==> images/layers.png <==
Drawn at 1.5 px/um.
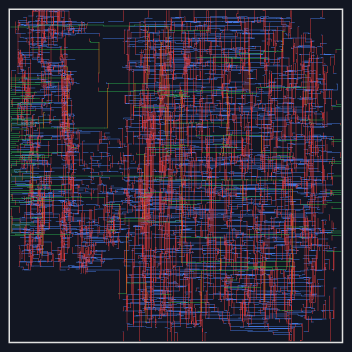
==> images/clock_nets.png <==
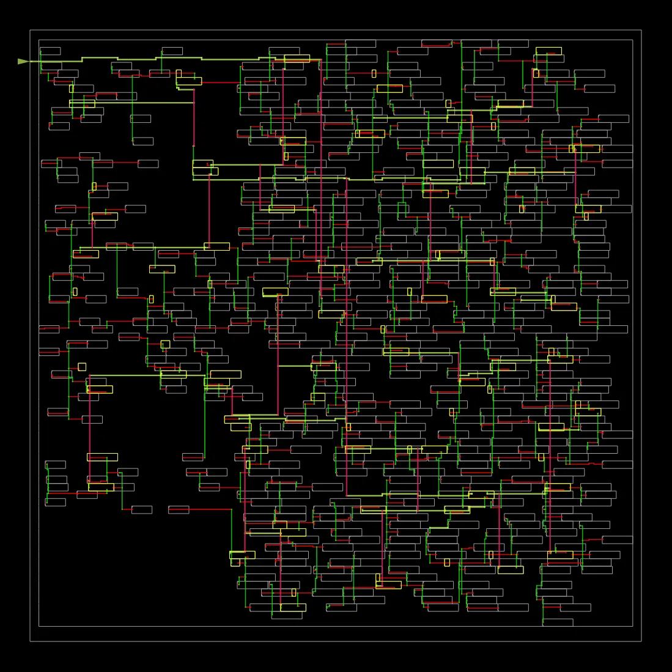
==> images/ff_map.png <==
Drawn at 1 px/um.
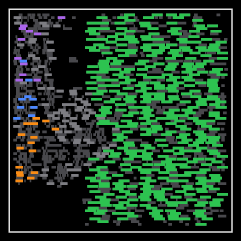
==> images/port_trees.png <==
Drawn at 2 px/um.
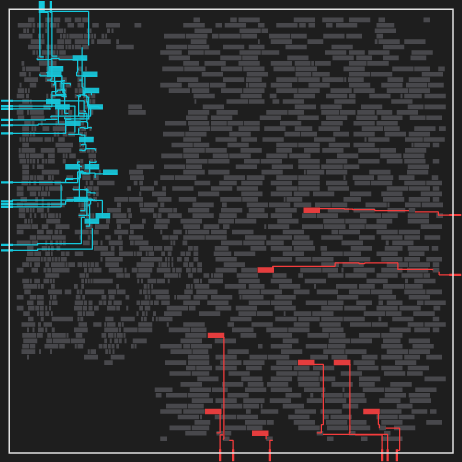
==> images/gates.png <==
Drawn at 1.5 px/um.
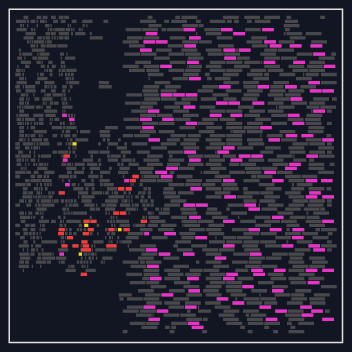
### config.mk
export PLATFORM = sky130hd
export DESIGN_NAME = hsv2rgb_stream_ctrl
export DESIGN_NICKNAME = d
export VERILOG_FILES = /design/src/rtl/hsv2rgb_stream_ctrl.sv
export SDC_FILE = /design/constraint.sdc
export NUM_CORES = 1
export LEC_CHECK = 0
export CORE_MARGIN = 3
export CORE_UTILIZATION = 44
export DETAILED_ROUTE_END_ITERATION = 16
export SLEW_MARGIN = 20
export SYNTH_ARGS = -nofsm -noshare
export SYNTH_HDL_FRONTEND = slang
export SYNTH_SLANG_ARGS = --single-unit
### constraint.sdc
create_clock -name clk -period 5.75 [get_ports clk]
set_input_delay 1.4375 -clock clk [delete_from_list [all_inputs] [get_ports clk]]
set_output_delay 1.4375 -clock clk [all_outputs]
set_load 0.02 [all_outputs]
### src/rtl/hsv2rgb_stream_ctrl.sv
// Stream controller wrapped around a fixed-latency HSV-to-RGB pipeline: frame sync,
// credit-based flow control, tag alignment, and a first-word-fall-through output FIFO.
module hsv2rgb_stream_ctrl #(
    parameter int PIPE_LAT   = 7,
    parameter int FIFO_DEPTH = 16
) (
    input  logic        clk,
    input  logic        rst,
    input  logic        en,
    input  logic        s_valid,
    output logic        s_ready,
    input  logic [8:0]  s_H,
    input  logic [10:0] s_S,
    input  logic [7:0]  s_V,
    input  logic        s_sof,
    input  logic        s_eof,
    output logic [8:0]  p_H,
    output logic [10:0] p_S,
    output logic [7:0]  p_V,
    input  logic [7:0]  p_r,
    input  logic [7:0]  p_g,
    input  logic [7:0]  p_b,
    output logic        m_valid,
    input  logic        m_ready,
    output logic [7:0]  m_r,
    output logic [7:0]  m_g,
    output logic [7:0]  m_b,
    output logic        m_sof,
    output logic        m_eof,
    output logic [15:0] frame_cnt,
    output logic [15:0] drop_cnt,
    output logic        h_err
);

    localparam int AW = $clog2(FIFO_DEPTH);
    localparam int CW = AW + 1;

    typedef enum logic [1:0] {IDLE, SYNC, RUN, DRAIN} state_t;

    state_t          state, state_nx;
    logic            fire, accept, drop, credit, fifo_wr, pop;
    logic [CW-1:0]   inflight, fifo_count;
    logic [CW:0]     occupancy;
    logic [PIPE_LAT:0] tag_v, tag_sof, tag_eof;
    logic [AW-1:0]   wr_ptr, rd_ptr;
    logic [25:0]     mem [FIFO_DEPTH];
    logic [25:0]     head;

    // Credit counts every accepted beat until it leaves the FIFO, so a write never overflows.
    assign occupancy = {1'b0, inflight} + {1'b0, fifo_count};
    assign credit    = occupancy < (CW+1)'(FIFO_DEPTH);
    assign s_ready   = (state == SYNC) || ((state == RUN) && credit);
    assign fire      = s_valid && s_ready;
    assign drop      = fire && !accept;
    assign fifo_wr   = tag_v[PIPE_LAT];
    assign m_valid   = (fifo_count != '0);
    assign pop       = m_valid && m_ready;

    always_ff @(posedge clk) begin
        if (rst) state <= IDLE;
        else     state <= state_nx;
    end

    always_comb begin
        state_nx = state;
        accept   = 1'b0;
        case (state)
            IDLE: if (en) state_nx = SYNC;
            SYNC: begin
                if (fire && s_sof && credit) begin
                    accept   = 1'b1;
                    state_nx = (s_eof && !en) ? DRAIN : RUN;
                end
            end
            RUN: begin
                if (fire) begin
                    accept = 1'b1;
                    if (s_eof && !en) state_nx = DRAIN;
                end
            end
            DRAIN: if (inflight == '0 && fifo_count == '0) state_nx = IDLE;
            default: state_nx = IDLE;
        endcase
    end

    always_ff @(posedge clk) begin
        if (rst) begin
            p_H        <= '0;
            p_S        <= '0;
            p_V        <= '0;
            tag_v      <= '0;
            tag_sof    <= '0;
            tag_eof    <= '0;
            inflight   <= '0;
            fifo_count <= '0;
            wr_ptr     <= '0;
            rd_ptr     <= '0;
            frame_cnt  <= '0;
            drop_cnt   <= '0;
            h_err      <= 1'b0;
        end else begin
            if (fire) begin
                p_H <= s_H;
                p_S <= s_S;
                p_V <= s_V;
            end
            tag_v   <= {tag_v[PIPE_LAT-1:0], accept};
            tag_sof <= {tag_sof[PIPE_LAT-1:0], s_sof};
            tag_eof <= {tag_eof[PIPE_LAT-1:0], s_eof};
            case ({accept, fifo_wr})
                2'b10:   inflight <= inflight + CW'(1);
                2'b01:   inflight <= inflight - CW'(1);
                default: inflight <= inflight;
            endcase
            case ({fifo_wr, pop})
                2'b10:   fifo_count <= fifo_count + CW'(1);
                2'b01:   fifo_count <= fifo_count - CW'(1);
                default: fifo_count <= fifo_count;
            endcase
            if (fifo_wr) wr_ptr <= wr_ptr + AW'(1);
            if (pop)     rd_ptr <= rd_ptr + AW'(1);
            if (accept && s_eof) frame_cnt <= frame_cnt + 16'd1;
            if (drop && drop_cnt != 16'hFFFF) drop_cnt <= drop_cnt + 16'd1;
            h_err <= accept && (s_H > 9'd360);
        end
    end

    // Storage needs no reset; only the pointers and count define what is valid.
    always_ff @(posedge clk) begin
        if (fifo_wr) mem[wr_ptr] <= {p_r, p_g, p_b, tag_sof[PIPE_LAT], tag_eof[PIPE_LAT]};
    end

    assign head = mem[rd_ptr];
    assign {m_r, m_g, m_b, m_sof, m_eof} = head;

endmodule

==> flow_summary_export.csv <==
group,metric,value,unit
sta,finalCritPeriodShare,85.38,%
final_layout,bufAreaShareNonClock,6.520,%
hold_path,hold_class,"reg -> reg",
sta,hold_viol_final,0,
power,seqPwrFrac,52.0,%
sta,fmax,0.2037,GHz
global_route,grt_pass1_vias,11114,
placement,dp_slack,1.167,ns
power,power,8.048,mW
worst_setup_path,critPathKind,"reg -> out",
drt,drc,0,
hold_path,holdPathStages,1,
sta,clock_skew,0.01741,ns
synthesis,fa_ha_area_share,1.609,%
sta,relSlewSlack,28.02,%
final_layout,n_all_buffers,157,
worst_setup_path,rr_endpoint,"inflight[4]",
synthesis,ys_area,20370,sq um
hold_path,min_to,"tag_v[7]",
clock_tree,cts_setup_buffers,0,
final_layout,dominant_cells,"flip-flops and latches",
final_layout,final_nets,1375,
global_route,grt-ovfl-total,0,
clock_tree,cts-resized-gates,0,
synthesis,synthAoiAreaFrac,2.273,%
sta,period_minus_slack,4.909,ns
worst_setup_path,r2r-start,"inflight[4]",
clock_tree,tritoncts,"done",
die,fp.dieW,221.2,um
worst_setup_path,path_cells,"buf_4 > mux4_2 > mux4_2 > clkdlybuf4s50_1",
final_layout,logic_gate_count,538,
die,die_area,48910,sq um
synthesis,yosysSeqAreaShare,72.03,%
sta,worstMarginPinSlew,1.080,ns
global_route,antenna_found_initial,0,
final_layout,top_register,"mem",
global_route,grt_max_degree,111,
clock_tree,clkTransAtPathRegs,0.06,ns
synthesis,ff_type,"edfxtp_1",
worst_setup_path,cp_common_cell,"mux4_2",
synthesis,syn_avg_cell_area,17.95,sq um
power,comb_power_share,7.3,%
final_layout,lay_top_cells,"edfxtp_1 (416), clkdlybuf4s50_1 (146), mux4_2 (130), dfxtp_1 (105), nand2_1 (82)",
die,coreArea,45580,sq um
synthesis,ys_sh_simple,6.505,%
worst_setup_path,path_buffers,2,
synthesis,largest_area_cell,"edfxtp_1",
synthesis,synth_top_cell_by_count,"edfxtp_1",
worst_setup_path,cp.depth,4,
die,num_rows,78,
die,n_tap_cell,600,
placement,place_congestion,0.7311,
synthesis,ys_ff,525,
clock_tree,h-tree-depth,2,
power,ir_worst_vdd,0.0002273,V
power,p_sw_share,22.43,%
job,drv_cap,0,
synthesis,topCombFamilyByArea,"multiplexers",
sta,rsz0062_at_grt,"no",
worst_setup_path,rrSetupSlack,2.34,ns
final_layout,largest_reg_flops,416,
synthesis,synthesis.area,20370,sq um
drt,vias_per_cell,5.441,
die,fp_util,44.70,%
status,outcome,"complete, no violations",
clock_tree,hold_buffers,0,
final_layout,inv_count,16,
worst_setup_path,cp_max_fo,28,
placement,dp_hpwl,22890,um
global_route,grt_pass1_wl,66670,um
die,die_y,221.2,um
final_layout,fillers,3664,
synthesis,yosys.area_share.xor_xnor,1.376,%
synthesis,edf_count,416,
hold_path,min-delay-start,"tag_v[6]",
synthesis,area_leaders,"edfxtp_1 (61%), mux4_2 (14%), dfxtp_1 (11%), nand2_1 (1.5%), ha_1 (1.4%)",
drt,drtAntennaViolNets,0,
power,clockPowerShare,40.7,%
drt,drt-total-wl,43040,um
sta,finalSetupTns,0,ns
final_layout,logic_area,5418,sq um
final_layout,drive_above_1_share,18.26,%
clock_tree,root_buffer,"clkbuf_16",
final_layout,areaGrowthSynthToFinish,18.42,%
sta,fin_ws,0.8409,ns
About layers.png:
- orange: M4 (wire length 849 um)
- blue: M1 (wire length 18400 um)
- red: M2 (wire length 21.1 mm)
- green: M3 (wire length 2720 um)
number of vias in the routed layout: 10506
GRT Total Usage: 17.72%
WL/cell: 22.29 um

About clock_nets.png:
clk sinks: 525
clk latency late pin: 0.60 ns
# clk buffers: 72
CTS buffer count: 53
Flop Count: 525

About ff_map.png:
- purple: `p_S` (placed flops 11; where top left)
- blue: `p_H` (placed flops 9; where left middle)
- orange: `frame_cnt` (placed flops 16; where left middle)
- green: `mem` (placed flops 416)
sequential power: 4.18 mW
Layout Utilization: 52.93%
Seq area share: 60.87%
register area: 14680 sq um

About port_trees.png:
- red: `m_b` (bits 8; direction output; end cells 8; buffers 8; wire 419 um)
- cyan: `drop_cnt` (bits 16; direction output; end cells 16; buffers 16; wire 1130 um)
I/O Pins: 148
IO Port Bufs: 147

About gates.png:
- red: fa/ha/maj cells (cells 25; most used ha_1)
- yellow: non-inverting ao/oa cells (cells 4)
- magenta: mux cells (cells 137; most used mux4_2)
Comb area share: 22.46%
final non-filler cell total: 1931
Top cell excl fill/tap: edfxtp_1

==> per-layer routing <==
layer / part of all wire (%) / GRT usage (%)
met1: 43 / 24.26
met2: 49 / 28.83
met3: 6.3 / 4.365
met4: 2.0 / 4.425
met5: 0 / 0
==> power by group through the flow <==
stage               combinational, mW  sequential [mW]  clock [mW]
CTS                             0.592             4.18        3.36
floorplan                       0.281             4.32           0
global placement                0.582             4.26           0
detailed placement              0.590             4.26           0
finish                          0.587             4.18        3.28
global route                    0.642             4.19        3.52
==> through the flow <==
stage	cell area, sq um	cells	hold slack [ns]
CTS	24120	1931	0.4411
global route	24120	1931	0.4524
global placement	22480	1836	0.4159
finish	24120	1931	0.4335
detailed placement	22480	1836	0.4262
floorplan	20370	1135	0.4138
No activity file was given, so power comes from the tool's default toggle rates.
